--- src/rtl/capture_pkg.sv ---
// Types and constants shared by the capture controller and the trigger block.
package capture_pkg;

    localparam int SAMPLE_WIDTH = 8;

    typedef enum logic [2:0] {
        IDLE,
        ARM,
        PRETRIG,
        WAIT_TRIG,
        POSTTRIG,
        DONE
    } cap_state_t;

    // States in which a valid sample is written to the RAM.
    function automatic logic is_capturing(input cap_state_t s);
        return s inside {PRETRIG, WAIT_TRIG, POSTTRIG};
    endfunction

endpackage

--- src/rtl/capture_controller_wrap_counter.sv ---
// Enable/clear counter that wraps DEPTH-1 -> 0; used for the write pointer and sample count.
module wrap_counter #(
    parameter int DEPTH      = 1024,
    parameter int ADDR_WIDTH = $clog2(DEPTH)
) (
    input  logic                  clock,
    input  logic                  reset,
    input  logic                  clear,
    input  logic                  en,
    output logic [ADDR_WIDTH-1:0] count
);

    // NOTE: state is updated with <= so every flop samples pre-edge values.
    always_ff @(posedge clock) begin
        if (reset) begin
            count <= '0;
        end else if (clear) begin
            count <= '0;
        end else if (en) begin
            count <= (count == ADDR_WIDTH'(DEPTH - 1)) ? '0 : count + 1'b1;
        end
    end

endmodule

--- src/rtl/capture_controller.sv ---
// Capture sequencer: arms the trigger, fills the circular sample RAM, reports trigger/start addresses.
module capture_controller #(
    parameter int SAMPLE_WIDTH = capture_pkg::SAMPLE_WIDTH,
    parameter int DEPTH        = 1024,
    parameter int ADDR_WIDTH   = $clog2(DEPTH)
) (
    input  logic                    clock,
    input  logic                    reset,
    input  logic                    start,
    input  logic                    abort,
    input  logic                    valid,
    input  logic [SAMPLE_WIDTH-1:0] dataIn,
    input  logic [ADDR_WIDTH-1:0]   preTrig,
    input  logic [ADDR_WIDTH-1:0]   postTrig,
    input  logic                    run,
    output logic                    arm,
    output logic                    wr_en,
    output logic [ADDR_WIDTH-1:0]   wr_addr,
    output logic [SAMPLE_WIDTH-1:0] wr_data,
    output logic                    busy,
    output logic                    done,
    output logic [ADDR_WIDTH-1:0]   trig_addr,
    output logic [ADDR_WIDTH-1:0]   start_addr
);

    import capture_pkg::*;

    cap_state_t            state;
    cap_state_t            next_state;
    logic [ADDR_WIDTH-1:0] pre_q;
    logic [ADDR_WIDTH-1:0] post_q;
    logic [ADDR_WIDTH-1:0] ptr;
    logic [ADDR_WIDTH-1:0] count;
    logic                  accept_start;
    logic                  write;
    logic                  trigger;
    logic                  count_clear;
    logic                  count_en;

    always_ff @(posedge clock) begin
        if (reset) begin
            state <= IDLE;
        end else begin
            state <= next_state;
        end
    end

    // NOTE: every output of this block gets a default first, so no path can infer a latch.
    always_comb begin
        next_state   = state;
        accept_start = 1'b0;
        write        = 1'b0;
        trigger      = 1'b0;
        if (abort) begin
            // Abort wins over start and run and also blocks the write in this cycle.
            next_state = IDLE;
        end else begin
            write = is_capturing(state) && valid;
            unique case (state)
                IDLE, DONE: begin
                    if (start) begin
                        accept_start = 1'b1;
                        next_state   = ARM;
                    end
                end
                ARM: begin
                    next_state = (pre_q == '0) ? WAIT_TRIG : PRETRIG;
                end
                PRETRIG: begin
                    if (valid && (count == pre_q - 1'b1)) begin
                        next_state = WAIT_TRIG;
                    end
                end
                WAIT_TRIG: begin
                    if (valid && run) begin
                        trigger    = 1'b1;
                        next_state = (post_q == '0) ? DONE : POSTTRIG;
                    end
                end
                POSTTRIG: begin
                    if (valid && (count == post_q - 1'b1)) begin
                        next_state = DONE;
                    end
                end
                default: begin
                    next_state = IDLE;
                end
            endcase
        end
    end

    // The sample count restarts on every state change, so each phase counts from zero.
    assign count_clear = (next_state != state);
    assign count_en    = write && (state inside {PRETRIG, POSTTRIG});

    wrap_counter #(
        .DEPTH      (DEPTH),
        .ADDR_WIDTH (ADDR_WIDTH)
    ) u_ptr (
        .clock (clock),
        .reset (reset),
        .clear (accept_start),
        .en    (write),
        .count (ptr)
    );

    wrap_counter #(
        .DEPTH      (DEPTH),
        .ADDR_WIDTH (ADDR_WIDTH)
    ) u_count (
        .clock (clock),
        .reset (reset),
        .clear (count_clear),
        .en    (count_en),
        .count (count)
    );

    always_ff @(posedge clock) begin
        if (reset) begin
            pre_q      <= '0;
            post_q     <= '0;
            trig_addr  <= '0;
            start_addr <= '0;
        end else begin
            if (accept_start) begin
                pre_q  <= preTrig;
                post_q <= postTrig;
            end
            if (trigger) begin
                trig_addr  <= ptr;
                start_addr <= ptr - pre_q;
            end
        end
    end

    assign arm     = (state == ARM);
    assign busy    = state inside {ARM, PRETRIG, WAIT_TRIG, POSTTRIG};
    assign done    = (state == DONE);
    assign wr_en   = write;
    assign wr_addr = ptr;
    assign wr_data = dataIn;

endmodule

--- config.mk ---
export PLATFORM = sky130hd
export DESIGN_NAME = capture_controller
export DESIGN_NICKNAME = d
export VERILOG_FILES = /design/src/rtl/capture_pkg.sv /design/src/rtl/capture_controller_wrap_counter.sv /design/src/rtl/capture_controller.sv
export SDC_FILE = /design/constraint.sdc
export NUM_CORES = 1
export LEC_CHECK = 0
export ABC_AREA = 1
export CAP_MARGIN = 40
export CORE_MARGIN = 2
export CORE_UTILIZATION = 45
export DETAILED_ROUTE_END_ITERATION = 7
export GPL_ROUTABILITY_DRIVEN = 0
export PLACE_DENSITY = 0.82
export SYNTH_ARGS = -nofsm -noshare
export SYNTH_HDL_FRONTEND = slang
export SYNTH_SLANG_ARGS = --single-unit
--- constraint.sdc ---
create_clock -name clock -period 4.88 [get_ports clock]
set_clock_uncertainty 0.1 [all_clocks]
set_input_delay 1.464 -clock clock [delete_from_list [all_inputs] [get_ports clock]]
set_output_delay 1.464 -clock clock [all_outputs]
set_load 0.02 [all_outputs]
### Gate families picked out

The bar under the picture is 20 um long.
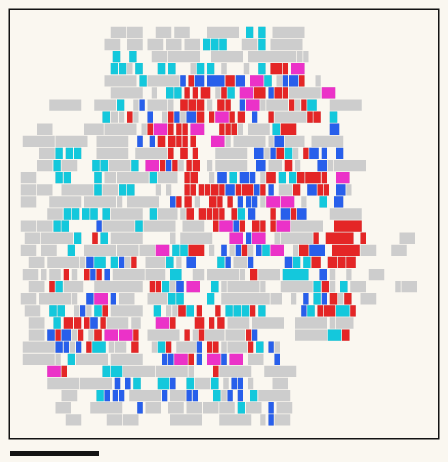
[inverting AOI/OAI gates] cyan | cells: 105 | most used: o21ai_0
[NAND gates] red | cells: 144 | most used: nand2_1
[NOR gates] blue | cells: 94 | most used: nor2_1
[XOR/XNOR gates] magenta | cells: 28 | most used: xor2_1
Top cell excl fill/tap: nand2_1
Final Non-Filler Cells: 715

### Zoomed window

The bar under the picture is 10 um long. Region (36, 16) to (61, 41) um. Cells in grey, sequential cells in the stronger grey; small squares are vias.
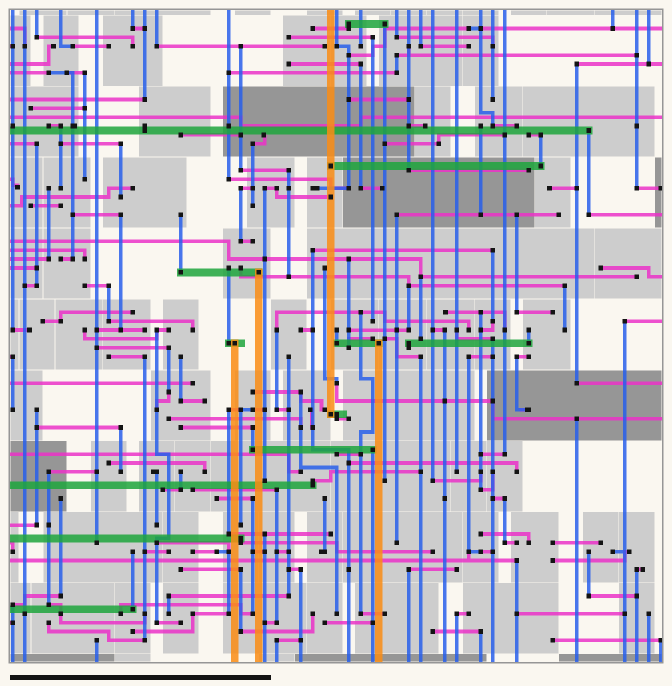
[met4] orange
[met1] magenta
[met2] blue
[met3] green
cells with their middle in the window: 66
sequential cells in the window: 3
netlist names of flops here include: pre_q (3)
most frequent: nand2_1 (12), inv_1 (9), nor2_1 (9)

==> ci_impl_report.md <==
### Metrics collected by this job

| Metric | Value |
|---|---|
| Post-synthesis cell area | ~0.0038 mm^2 |
| Antenna cells | 0 |
| Post-Route Utilization | 0.570 |
| Max IR drop VDD | 0.000147 V |
| Inverter count | 80 |
| Multi-input gate area | 0.00212 mm^2 |
| IO Count | about 76 |
| Multi-In Gates | approximately 390 |
| DR WL met3 | 644 um |
| Most frequent cells in the layout | nand2_1, inv_1, dfxtp_1, nor2_1, clkdlybuf4s50_1 |
| Inst Count DP | between 600 and 700 |
| CLK BUF | 9 |
| Final Hold Viols | 0 |
| Final Slew Violations | 0 |
| CTS Sinks | roughly 63 |
| Status | finished, final reports clean |
| Critical Path AT | 2.97 ns |
| Critical Path End | wr_en |
| Reg-to-reg endpoint | start_addr[8] |
| Initial antenna violation count | 0 |
| Worst slew pin tran | a little over 0.5 ns |
| FF-to-FF Start | u_ptr.count[0] |
| Total GRT Usage | 0.227 |
| Tool warnings | 26 |
| Metal-1 WL | about 4.3 mm |
| Die Height | 96.2 um |
| Met1 Track Usage GR | 0.279 |
| Count leader, synth | nand2_1 |
| DR WL/cell | 13.8 um |
## cells by family (layout without fill, tap and decap cells)
| kind of cell | Yosys count | after routing | share of synthesized area |
|---|---|---|---|
| buffers and inverters | 103 | 159 | 0.114 |
| flip-flops | 63 | 63 | 0.330 |
| XOR/XNOR | 28 | 28 | 0.0642 |
| AND-OR/OR-AND | 107 | 107 | 0.152 |
| adder cells (fa/ha/maj) | 14 | 14 | 0.0478 |
| AND/OR/NAND/NOR | 239 | 239 | 0.292 |
## report_power, final
part,internal (W),total [W],switching (W)
Sequential,0.000527,0.000543,0.0000154
Clock,0.000341,0.000556,0.000215
Combinational,0.0000909,0.000226,0.000135
## worst max-delay path, stage by stage
cell and delay [ns]:
clkdlybuf4s50_1 0.47, inv_1 0.19, nand3_4 0.16, clkinv_1 0.09, clkdlybuf4s50_1 0.60
No activity file was given, so power comes from the tool's default toggle rates.
